--- config.mk ---
export PLATFORM = sky130hd
export DESIGN_NAME = spi_master_mc
export DESIGN_NICKNAME = d
export VERILOG_FILES = /design/src/rtl/spi_master_mc.sv
export SDC_FILE = /design/constraint.sdc
export NUM_CORES = 1
export LEC_CHECK = 0
export CORE_MARGIN = 2
export CORE_UTILIZATION = 35
export CTS_BUF_LIST = sky130_fd_sc_hd__clkbuf_8
export CTS_CLUSTER_SIZE = 40
export DETAILED_ROUTE_END_ITERATION = 10
export GPL_TIMING_DRIVEN = 1
export PLACE_DENSITY = 0.64
export SYNTH_ARGS = -nofsm -noshare
export SYNTH_HDL_FRONTEND = slang
export SYNTH_SLANG_ARGS = --single-unit
export TNS_END_PERCENT = 5
--- constraint.sdc ---
create_clock -name mainClk -period 1.9 [get_ports mainClk]
set_clock_uncertainty 0.15 [all_clocks]
set_input_delay 0.38 -clock mainClk [delete_from_list [all_inputs] [get_ports mainClk]]
set_output_delay 0.38 -clock mainClk [all_outputs]
set_load 0.005 [all_outputs]
--- src/rtl/spi_master_mc.sv ---
// spi_master_mc: parametrised SPI master, NUM_SS selects, runtime CPOL/CPHA,
// SCLK divider, MSB/LSB order, optional chip-select hold between transfers.
// Ports: cmd_* request/handshake, cfg_* mode latched at accept,
// rsp_* one-cycle response, busy, spi_* pins (ss active low).
module spi_master_mc #(
  parameter int DATA_W    = 8,
  parameter int NUM_SS    = 2,
  parameter int DIV_W     = 8,
  parameter int LSB_FIRST = 0
) (
  input  logic              mainClk,
  input  logic              resetn,
  input  logic              cmd_valid,
  output logic              cmd_ready,
  input  logic [DATA_W-1:0] cmd_data,
  input  logic [2:0]        cmd_ss_sel,
  input  logic              cmd_hold_ss,
  input  logic              cfg_cpol,
  input  logic              cfg_cpha,
  input  logic [DIV_W-1:0]  cfg_div,
  output logic              rsp_valid,
  output logic [DATA_W-1:0] rsp_data,
  output logic              busy,
  output logic [NUM_SS-1:0] spi_ss,
  output logic              spi_sclk,
  output logic              spi_mosi,
  input  logic              spi_miso
);

  localparam int EDGE_W = $clog2(2 * DATA_W + 1);
  localparam logic [EDGE_W-1:0] LAST_EDGE = EDGE_W'(2 * DATA_W - 1);

  typedef enum logic [2:0] {
    IDLE,
    SETUP,
    SHIFT,
    HOLD,
    DONE
  } state_t;

  state_t              state;
  logic [DIV_W-1:0]    cnt;
  logic [DIV_W-1:0]    div_q;
  logic [EDGE_W-1:0]   edge_cnt;
  logic [DATA_W-1:0]   tx_sh;
  logic [DATA_W-1:0]   rx_sh;
  logic                cpol_q;
  logic                cpha_q;
  logic                hold_q;

  logic                leading;
  logic                first;
  logic                last;
  logic                do_sample;
  logic                do_shift;
  logic [DATA_W-1:0]   tx_nxt;
  logic [DATA_W-1:0]   rx_nxt;
  logic                mosi_nxt;
  logic                first_bit;

  assign cmd_ready = (state == IDLE);
  assign busy      = (state != IDLE);

  function automatic logic [NUM_SS-1:0] ss_decode(
    input logic [2:0] sel
  );
    logic [NUM_SS-1:0] v;
    v = '1;
    for (int i = 0; i < NUM_SS; i++) begin
      if (sel == 3'(i)) v[i] = 1'b0;
    end
    return v;
  endfunction

  // Edge 1 is leading, so an even edge_cnt (before increment) is leading.
  always_comb begin
    leading   = ~edge_cnt[0];
    first     = (edge_cnt == '0);
    last      = (edge_cnt == LAST_EDGE);
    do_sample = cpha_q ? ~leading : leading;
    do_shift  = cpha_q ? (leading & ~first)
                       : (~leading & ~last);
    if (LSB_FIRST != 0) begin
      tx_nxt    = tx_sh >> 1;
      rx_nxt    = {spi_miso, rx_sh[DATA_W-1:1]};
      mosi_nxt  = tx_nxt[0];
      first_bit = cmd_data[0];
    end else begin
      tx_nxt    = tx_sh << 1;
      rx_nxt    = {rx_sh[DATA_W-2:0], spi_miso};
      mosi_nxt  = tx_nxt[DATA_W-1];
      first_bit = cmd_data[DATA_W-1];
    end
  end

  always_ff @(posedge mainClk) begin
    if (!resetn) begin
      state     <= IDLE;
      cnt       <= '0;
      div_q     <= '0;
      edge_cnt  <= '0;
      tx_sh     <= '0;
      rx_sh     <= '0;
      cpol_q    <= 1'b0;
      cpha_q    <= 1'b0;
      hold_q    <= 1'b0;
      rsp_valid <= 1'b0;
      rsp_data  <= '0;
      spi_ss    <= '1;
      spi_sclk  <= 1'b0;
      spi_mosi  <= 1'b0;
    end else begin
      rsp_valid <= 1'b0;
      unique case (state)
        IDLE: begin
          if (cmd_valid) begin
            tx_sh    <= cmd_data;
            spi_mosi <= first_bit;
            cpol_q   <= cfg_cpol;
            cpha_q   <= cfg_cpha;
            div_q    <= cfg_div;
            hold_q   <= cmd_hold_ss;
            cnt      <= cfg_div;
            edge_cnt <= '0;
            spi_sclk <= cfg_cpol;
            spi_ss   <= ss_decode(cmd_ss_sel);
            state    <= SETUP;
          end
        end
        SETUP: begin
          if (cnt == '0) begin
            cnt   <= div_q;
            state <= SHIFT;
          end else begin
            cnt <= cnt - DIV_W'(1);
          end
        end
        SHIFT: begin
          if (cnt == '0) begin
            cnt      <= div_q;
            spi_sclk <= ~spi_sclk;
            edge_cnt <= edge_cnt + EDGE_W'(1);
            if (do_sample) rx_sh <= rx_nxt;
            if (do_shift) begin
              tx_sh    <= tx_nxt;
              spi_mosi <= mosi_nxt;
            end
            if (last) state <= HOLD;
          end else begin
            cnt <= cnt - DIV_W'(1);
          end
        end
        HOLD: begin
          if (cnt == '0) begin
            rsp_valid <= 1'b1;
            rsp_data  <= rx_sh;
            state     <= DONE;
          end else begin
            cnt <= cnt - DIV_W'(1);
          end
        end
        DONE: begin
          spi_sclk <= cpol_q;
          if (!hold_q) spi_ss <= '1;
          state <= IDLE;
        end
        default: state <= IDLE;
      endcase
    end
  end

endmodule

Figure 1. Placement density heat map (run 1).
Scale: 4 px per um. The die is cut into 9 by 9 equal tiles; dark blue is low, red is high, 0 to 100% covered.
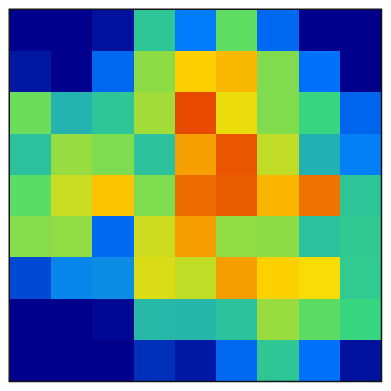
The fullest tile reaches 92%. The densest ninth of the die: centre. 16% of the tiles are over 75% full. The mean over all tiles is 43%.

Figure 2. Routed clock nets over the placement (run 1).
Scale: 4 px per um.
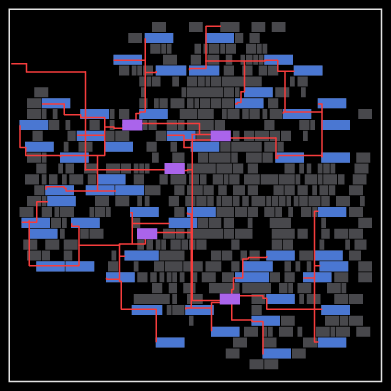
Red marks clock wires, length 714 um. Purple marks clock-net drivers, count 5. Blue marks flip-flops, count 55.
There are 6 routed clock nets.
Clk. pwr: 0.000667 W
clk_lat worst skew: 0.31 ns
Clk pwr share: 14.2%

Figure 3. Port wiring (run 1).
Scale: 3 px per um.
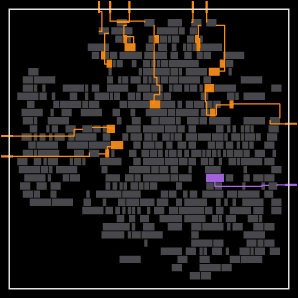
Purple marks `cmd_ready`, bits 1, direction output, edge east, end cells 1, buffers 1, wire 25.3 um. Orange marks `cfg_div`, bits 8, direction input, edge 5 north, 2 west, 1 east, end cells 17, buffers 8, wire 249 um.

==> results.py, run 1 <==
# Auto-generated metrics
metrics = {
    "cells_and_area": {
        "n_antenna_cell": 0,
        "nets": 429,
        "layout_top_cells": "nand2_1, buf_4, dfxtp_1",
    },
    "die": {
        "dieArea_mm2": 0.00859,
        "fp_util_pct": 35.8,
        "die_w_um": 92.7,
        "fp-row-count": 32,
    },
    "yosys": {
        "simple_gate_share_pct": 23.5,
        "xor_share_pct": 1.59,
        "synth_flops": 55,
        "synthDistinctLibCells": 62,
        "avgSynthCellArea_um2": 8.71,
        "fa_ha_area_share_pct": 1.82,
        "synth_nets": 346,
        "syn-instance-count": 316,
        "ys_cells": 316,
        "async_flop_share_pct": 0,
    },
    "cts": {
        "cts_root_buf": "clkbuf_8",
        "cts_hold_buffers": 0,
        "cts_tree": "done",
        "cts_htree_levels": 2,
        "cts_inserted_buffers": 5,
    },
    "critical_path": {
        "worstRegToRegCells": 8,
        "endpoint_kind": "flip-flop",
        "arrival_ns": 2.07,
        "worstPathRequired_ns": 1.94,
        "reg2reg_setup_slack_ns": -0.12,
        "worstSetupPathType": "reg2reg",
    },
    "global_route": {
        "grt_max_degree": 24,
        "antenna_found_initial": 0,
        "overflow": 0,
        "grt_pass1_vias": 2508,
    },
    "outcome": {
        "violations": "setup timing",
        "outcome": "complete, but fails checks",
    },
    "timing": {
        "final.period_utilization_pct": 107,
        "fin_ws_ns": -0.125,
        "clock.fmax_mhz": 494,
        "setup_violations": 22,
        "tightest_slew_ns": 0.457,
        "worst_hold_slack_ns": 0.312,
        "hold_violations": 0,
    },
    "placement": {
        "dpl.hpwl_um": 4820,
    },
    "hold_path": {
        "hp-class": "reg2reg",
    },
    "route": {
        "drc": 0,
        "wire_per_inst_um": 13.9,
        "routed-via-count": 2548,
        "totalWireLength_um": 6970,
    },
}
[run 1: synth_stat cells (2+ instances only)]
master	instances	share of area, %
xnor2_1	2	0.64
buf_6	3	1.2
clkbuf_1	6	0.82
o211ai_1	2	0.55
a31oi_1	4	0.91
nor2_1	11	1.5
and3_2	2	0.55
o21ai_0	9	1.6
o211a_1	7	2.5
o22ai_1	6	1.4
nor3b_1	2	0.55
or3_1	2	0.45
dfxtp_1	55	40
ha_1	4	1.8
nand3_1	6	1.1
o31ai_1	2	0.55
or3b_2	2	0.64
nor2b_1	10	2.3
inv_1	11	1.5
mux2i_1	15	5.5
nor3_1	8	1.5
nand2_1	68	9.3
a21boi_0	20	5.5
a21oi_1	11	2.0
or2b_2	2	0.64
buf_4	2	0.55
a32o_1	3	1.1
and2_1	2	0.45
xor2_1	3	0.96
buf_2	4	0.73
[run 1: metal layers]
metal  track usage (%)  vias to the layer above  share of wire (%)
li1                  -                     1276                  -
met1              22.1                     1195                 47
met2              27.4                       67                 45
met3              3.58                       10                5.4
met4              5.15                        0                1.7
met5                 0                        -                  0
[run 1: worst max-delay path, stage by stage (launching register included)]
cell and delay (ns):
dfxtp_2 0.33, inv_2 0.07, ha_4 0.12, or3b_4 0.42, nor2_8 0.14, buf_6 0.12
o21ai_2 0.05, a222oi_1 0.39, a21oi_1 0.11
[run 1: registers in the layout, summed over array words and instances (netlist names)]
register,cells
cpha_q,1
rsp_valid,1
cnt,8
edge_cnt,5
rsp_data,8
cpol_q,1
spi_sclk,1
state,3
hold_q,1
div_q,8
tx_sh,7
spi_ss,2
spi_mosi,1
rx_sh,8
[run 1: how the worst min path moves through the flow]
stage,startpoint,endpoint,slack (ns)
finish,rx_sh[7],rsp_data[7],0.31
global placement,div_q[5],div_q[5],0.30
global route,rsp_data[1],rsp_data[1],0.34
detailed placement,div_q[1],div_q[1],0.31
CTS,div_q[1],div_q[1],0.32
floorplan,hold_q,hold_q,0.29
[run 1: power breakdown]
part	switching, W	internal (W)
sequential	0.000159	0.00134
combinational	0.00127	0.00126
clock	0.000379	0.000287
total	0.00181	0.00289
[run 1: cell type report]
cell class / instances / area [um^2]
multi-input cells: 232 / 1660
well taps: 102 / 128
flip-flops and latches: 55 / 1110
repair buffers: 94 / 827
clock buffers: 6 / 82.6
fillers: 738 / 3830
inverters: 11 / 41.3
clock inverters: 1 / 5.00
[run 1: stage by stage]
| stage | total power (W) | setup TNS (ns) | cells | setup WS [ns] | area (um^2) |
|---|---|---|---|---|---|
| 4_1_cts | 0.00447 | -0.639 | 498 | -0.0742 | 3760 |
| 5_1_grt | 0.00502 | -3.33 | 501 | -0.225 | 3860 |
| 2_1_floorplan | 0.00280 | -0.169 | 316 | -0.0537 | 2800 |
| 3_3_place_gp | 0.00363 | -3.12 | 491 | -0.171 | 3600 |
| 3_5_place_dp | 0.00366 | -3.97 | 491 | -0.225 | 3600 |
| 6_report | 0.00470 | -0.944 | 501 | -0.125 | 3860 |
[run 1: repair_timing]
item                       CTS  global route
setup endpoints to repair   36            37
setup buffers                0             3
resized                     20            25
pin swaps                    7             8
--- run 2 (diff from run 1) ---
CELL_PAD_IN_SITES_DETAIL_PLACEMENT = 0   (was not set)
CELL_PAD_IN_SITES_GLOBAL_PLACEMENT = 1   (was not set)
CORE_ASPECT_RATIO = 0.6   (was not set)
PLACE_DENSITY = 0.79   (was 0.64)
Figure 4. Routing congestion (run 2).
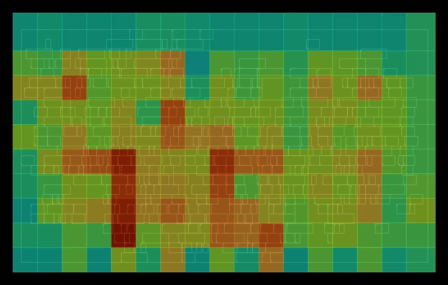
M1 GR Usage: 26.8%
gr usage total: 17.1%
GR peak layer: met1
GR Util met3: 3.91%
GR Layer Usage met2: 23.1%

Figure 5. Routed clock nets over the placement (run 2).
Scale: 4 px per um.
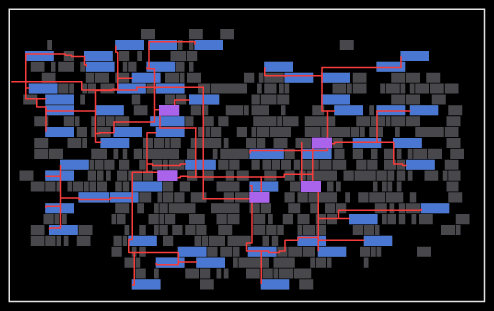
Red marks clock wires, length 717 um. Purple marks clock-net drivers, count 5. Blue marks flip-flops, count 55.
There are 6 routed clock nets.
clk_lat worst skew: 0.32 ns
Clk. pwr: 0.000695 W

==> run 2 against run 1 <==
  * The run still ends with setup timing left
  * Setup slack better by 0.048 ns
  * Sequential cell count stayed put
  * Final cell count is 1.4% higher
  * Core utilization is 3.1 points higher
  * Register-to-register slack better by 0.05 ns
  * Sequential power hardly changed
  * Wire length is 5.0% higher
  * Clock-buffer cell count is 1 lower
  * Sequential share of layout area is 0.80 points lower
  * Via count is 0.20% higher
  * Critical path type unchanged
  * Largest cell class unchanged
  * Highest routed layer unchanged
==> results.py, run 2 <==
# Auto-generated metrics
metrics = {
    "outcome": {
        "outcome": "complete, but fails checks",
        "violations": "setup timing",
    },
    "yosys": {
        "avgSynthCellArea_um2": 8.71,
        "async_flop_share_pct": 0,
        "synth_nets": 346,
        "synthDominantCellAreaShare_pct": 40.0,
        "synth.yosys.warnings": 0,
        "topCellsByArea": "dfxtp_1, nand2_1, a21boi_0",
        "top_cell": "nand2_1",
        "yosysTopAreaCell": "dfxtp_1",
        "synth_flops": 55,
        "flop_cell": "dfxtp_1",
        "syn-instance-count": 316,
        "synth-edff-count": 0,
        "synthDistinctLibCells": 62,
        "ys_cells": 316,
        "synthTopCellsByCount": "nand2_1, dfxtp_1, a21boi_0, mux2i_1",
    },
    "power_and_ir_drop": {
        "seqPwrFrac_pct": 30.5,
        "p_comb_share_pct": 55.3,
        "p_int_w": 0.00296,
        "switching_share_pct": 39.5,
        "p_sw_w": 0.00193,
        "pwr-share-clk_pct": 14.2,
    },
    "route": {
        "firstDrtPassIters": 4,
        "wire_per_inst_um": 14.4,
        "drc": 0,
        "drt-initial-drc-count": 179,
        "totalWireLength_um": 7320,
        "routed-via-count": 2553,
        "viasPerCell": 5.03,
    },
    "timing": {
        "hold_violations": 0,
        "fin_ws_ns": -0.0766,
        "final.period_utilization_pct": 104,
        "clock.fmax_mhz": 506,
        "tightest_slew_ns": 0.400,
        "setup_violations": 24,
        "rsz0062_at_grt": "yes",
    },
    "cells_and_area": {
        "n_antenna_cell": 0,
        "fill_cells": 704,
        "combGateArea_mm2": 0.00170,
        "fin_cells": 508,
        "drive_gt1_share_pct": 30.7,
        "seq_area_mm2": 0.00111,
        "layout_top_cells": "nand2_1, buf_4, dfxtp_1",
        "nets": 433,
        "fin_area_mm2": 0.00397,
        "layout.cells.most_common": "nand2_1",
    },
    "placement": {
        "dpl-instance-area_mm2": 0.00367,
        "dpl.hpwl_um": 5160,
        "gp_congestion": 0.905,
        "place_inst": 498,
        "post-place-ws_ns": -0.242,
    },
    "critical_path": {
        "cp_num_buf_inv": 2,
        "endpoint_kind": "flip-flop",
        "crit_family": "simple AND/OR/NAND/NOR gates",
        "critPathSlowestCell": "or3b_4",
        "worstPathRequired_ns": 1.96,
        "slowest_delay_ns": 0.45,
        "crit_fanout": 8,
        "path_cells": "inv_2 -> ha_4 -> or3b_4 -> nor2_8 -> buf_12 -> o21ai_2 -> a222oi_1 -> a21oi_1",
        "worstSetupPathType": "reg2reg",
        "arrival_ns": 2.03,
    },
    "job": {
        "log.warning_count": 30,
    },
    "global_route": {
        "antenna_found_initial": 0,
        "grt_pass1_vias": 2354,
        "grt_pass1_wl_um": 11800,
        "overflow": 0,
        "grt_max_degree": 43,
    },
    "cts": {
        "cts_hold_buffers": 0,
        "cts_inserted_buffers": 5,
        "cts_root_buf": "clkbuf_8",
        "cts_tree": "done",
        "clock-sinks": 55,
        "cts_htree_levels": 2,
    },
    "die": {
        "dieArea_mm2": 0.00861,
        "die_y_um": 72.7,
        "core_area_mm2": 0.00745,
        "fp_util_pct": 36.9,
        "fp-row-count": 24,
        "die_w_um": 118,
    },
    "hold_path": {
        "hp-class": "reg2reg",
    },
}
[run 2: path summary, 6_finish.rpt]
| kind | start | to | slack [ns] | cells past startpoint |
|---|---|---|---|---|
| min | rsp_data[5] | rsp_data[5] | 0.31 | 2 |
| max reg2reg | cnt[1] | cnt[0] | -0.08 | 8 |
| max | cnt[1] | cnt[0] | -0.08 | 8 |
| min reg2reg | rsp_data[5] | rsp_data[5] | 0.31 | 2 |
[run 2: routing by layer]
metal  up-vias  global-route usage, %  routed length [um]
met5         -                      0                   0
met4         0                   3.97                  55
met3         6                   3.91                 419
met2        70                   23.1                2790
met1      1186                   26.8                4050
li1       1291                      -                   -
[run 2: area by class of cell]
type | count | area share, %
Clock buffer | 5 | 1.73
Clock inverter | 3 | 0.693
Inverter | 11 | 1.04
Multi-Input combinational cell | 232 | 42.9
Sequential cell | 55 | 28.1
Tap cell | 104 | 3.28
Timing Repair Buffer | 98 | 22.3
[run 2: cells by family after synthesis]
kind of cell | share of synthesized area (%)
adder cells (fa/ha/maj) | 1.82
XOR/XNOR | 1.59
flip-flops | 40.0
AND-OR/OR-AND | 21.2
multiplexers | 5.87
buffers and inverters | 6.00
AND/OR/NAND/NOR | 23.5
[run 2: worst min-delay path, cell delays in order, from the launching register on]
cell,delay (ns)
dfxtp_1,0.32
nand2_1,0.05
a21boi_1,0.05
[run 2: stage by stage]
step | utilization (%) | TNS (ns) | total power, W | hold slack [ns]
6_report | 53.3 | -0.677 | 0.00489 | 0.310
5_1_grt | 53.3 | -3.04 | 0.00517 | 0.338
4_1_cts | 51.4 | -1.82 | 0.00461 | 0.320
3_5_place_dp | 49.2 | -5.07 | 0.00383 | 0.307
3_3_place_gp | 49.2 | -4.04 | 0.00380 | 0.301
2_1_floorplan | - | -0.169 | 0.00280 | 0.290
[run 2: repair_timing]
action	in CTS	in global routing
pin swaps	3	7
setup buffers	1	1
endpoints found under the setup margin	40	40
gates resized	22	37
cloned	0	0
[run 2: power groups by stage]
| stage | registers [W] | logic, W | clock network (W) |
|---|---|---|---|
| finish | 0.00149 | 0.00270 | 0.000695 |
| CTS | 0.00148 | 0.00241 | 0.000714 |
| floorplan | 0.00148 | 0.00132 | 0 |
| global placement | 0.00150 | 0.00230 | 0 |
| detailed placement | 0.00150 | 0.00233 | 0 |
| global route | 0.00151 | 0.00290 | 0.000756 |
--- run 3 (diff from run 2) ---
TNS_END_PERCENT = not set   (was 5)
==> run 3 against run 2 <==
  * The flow still finishes with violations (setup timing)
  * Wire length up 0.94%
  * Core utilization increased by 0.15 points
  * Die area is the same
  * Register-to-register slack barely moved
  * Synthesized cell count did not move
  * Sequential cell count unchanged
  * Worst hold slack better by 0.0037 ns
  * Clock-buffer cell count did not move
  * Maximum frequency grew 0.28%
  * Combinational power is essentially flat
  * Critical endpoint is now tx_sh[2]
  * Largest cell class unchanged
==> results.py, run 3 <==
# Auto-generated metrics
metrics = {
    "yosys": {
        "synthDistinctLibCells": 62,
        "flop_cell": "dfxtp_1",
        "synthDominantCellAreaShare_pct": 40.0,
        "syn-instance-count": 316,
        "avgSynthCellArea_um2": 8.71,
        "synth-edff-count": 0,
        "topCellsByArea": "dfxtp_1, nand2_1, a21boi_0",
        "synth_flops": 55,
        "synth.yosys.warnings": 0,
        "async_flop_share_pct": 0,
        "yosysTopAreaCell": "dfxtp_1",
        "top_cell": "nand2_1",
        "ys_cells": 316,
    },
    "cts": {
        "cts_hold_buffers": 0,
        "clk_latency_ns": 0.32,
        "cts_htree_levels": 2,
        "cts_root_buf": "clkbuf_8",
        "cts_inserted_buffers": 5,
        "cts_tree": "done",
    },
    "hold_path": {
        "hold_start": "rsp_data[7]",
        "hp-class": "reg2reg",
    },
    "route": {
        "viasPerCell": 4.99,
        "routed-via-count": 2527,
        "totalWireLength_um": 7390,
        "drt-initial-drc-count": 102,
        "drc": 0,
    },
    "timing": {
        "final.setup.tns_ns": -0.691,
        "setup_violations": 14,
        "fin_ws_ns": -0.0711,
        "final.period_utilization_pct": 104,
        "tightest_slew_ns": 0.446,
        "rsz0062_at_grt": "yes",
        "worst_hold_slack_ns": 0.314,
        "clock.fmax_mhz": 507,
        "hold_violations": 0,
    },
    "critical_path": {
        "r2r-start": "edge_cnt[0]",
        "startpoint": "edge_cnt[0]",
        "arrival_ns": 2.04,
        "worstPathRequired_ns": 1.97,
        "worstSetupPathType": "reg2reg",
        "endpoint_kind": "flip-flop",
    },
    "global_route": {
        "grt.total_usage_pct": 16.9,
        "grt_pass1_vias": 2367,
        "overflow": 0,
        "grt_max_degree": 30,
        "grt_pass1_wl_um": 11600,
        "antenna_found_initial": 0,
    },
    "power_and_ir_drop": {
        "seqPwrFrac_pct": 30.2,
        "p_comb_share_pct": 53.5,
        "p_sw_w": 0.00193,
        "switching_share_pct": 38.3,
    },
    "cells_and_area": {
        "drive_gt1_share_pct": 28.6,
        "n_antenna_cell": 0,
        "layout_top_cells": "nand2_1, dfxtp_1, buf_4",
        "fin_area_mm2": 0.00398,
        "nets": 431,
    },
    "placement": {
        "dpl.hpwl_um": 5230,
        "gp_congestion": 0.909,
        "dpl-instance-area_mm2": 0.00365,
    },
    "die": {
        "die_y_um": 72.7,
        "fp-row-count": 24,
        "dieArea_mm2": 0.00861,
        "core_area_mm2": 0.00745,
        "die_w_um": 118,
    },
    "outcome": {
        "violations": "setup timing",
        "outcome": "complete, but fails checks",
    },
    "job": {
        "log.warning_count": 30,
    },
}
[run 3: kinds of logic after synthesis]
kind of cell / after synthesis / share of synthesized area, %
AND/OR/NAND/NOR: 128 / 23.5
adder cells (fa/ha/maj): 4 / 1.82
multiplexers: 16 / 5.87
AND-OR/OR-AND: 79 / 21.2
XOR/XNOR: 5 / 1.59
flip-flops: 55 / 40.0
buffers and inverters: 29 / 6.00
[run 3: cell type report]
type | instances | area, um^2
clock buffers | 5 | 68.8
clock inverters | 3 | 47.5
fillers | 716 | 3460
inverters | 11 | 43.8
multi-input cells | 232 | 1700
flip-flops and latches | 55 | 1120
well taps | 104 | 130
repair buffers | 96 | 877
[run 3: power by group through the flow]
stage | Sequential [W] | Clock [W] | Combinational, W
after detailed placement | 0.00151 | 0 | 0.00231
after CTS | 0.00150 | 0.000847 | 0.00243
after global placement | 0.00150 | 0 | 0.00229
after floorplan | 0.00148 | 0 | 0.00133
after global routing | 0.00154 | 0.000893 | 0.00289
final | 0.00152 | 0.000820 | 0.00269
[run 3: repair_timing]
action                     in CTS  in global routing
cloned                          0                  1
buffers inserted                2                  1
setup endpoints to repair      40                 41
pin swaps                       7                 13
resized                        22                 32
[run 3: worst paths after layout]
path / endpoint / cells after the start / slack [ns]
max: tx_sh[2] / 8 / -0.07
min: rsp_data[7] / 2 / 0.31
max reg2reg: tx_sh[2] / 8 / -0.07
min reg2reg: rsp_data[7] / 2 / 0.31
[run 3: per-stage QoR]
stage          setup WS (ns)  total power, W  std cells
2_1_floorplan        -0.0537         0.00281        316
3_3_place_gp          -0.132         0.00379        494
3_5_place_dp          -0.169         0.00381        494
4_1_cts              -0.0882         0.00477        504
5_1_grt               -0.155         0.00533        506
6_report             -0.0711         0.00503        506
[run 3: critical path: stages, from the launching register on]
cell and delay (ns):
dfxtp_4 0.38, ha_4 0.16, and3_4 0.18, ha_4 0.15, or3_4 0.33, a31oi_4 0.19, buf_12 0.15, nand2_1 0.05
o211a_1 0.12
[run 3: layer usage]
metal  global-route usage, %  share of wire [%]
met3                    4.30                5.8
met2                    23.6                 39
met5                       0                  0
met4                    3.57               0.74
met1                    26.0                 54
Figure 6. Routed clock nets over the placement (run 3).
Scale: 4 px per um.
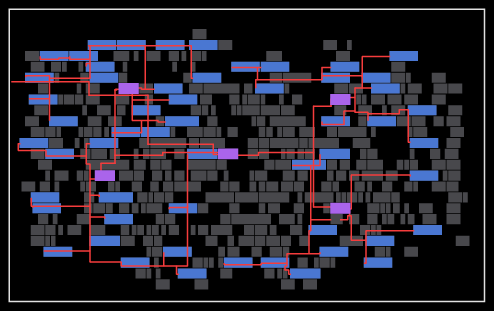
Blue marks flip-flops, count 55. Red marks clock wires, length 726 um. Purple marks clock-net drivers, count 5.
There are 6 routed clock nets. Position of the flops: all over the die.
Clk. pwr: 0.000820 W
Clk pwr share: 16.3%

Figure 7. Routing congestion (run 3).
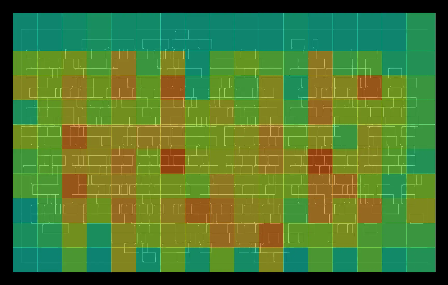
M1 GR Usage: 26.0%
final core occ: 53.5%
Avg WL per Cell: 14.6 um

Power figures rest on the tool's default switching activity, not on a simulated workload.
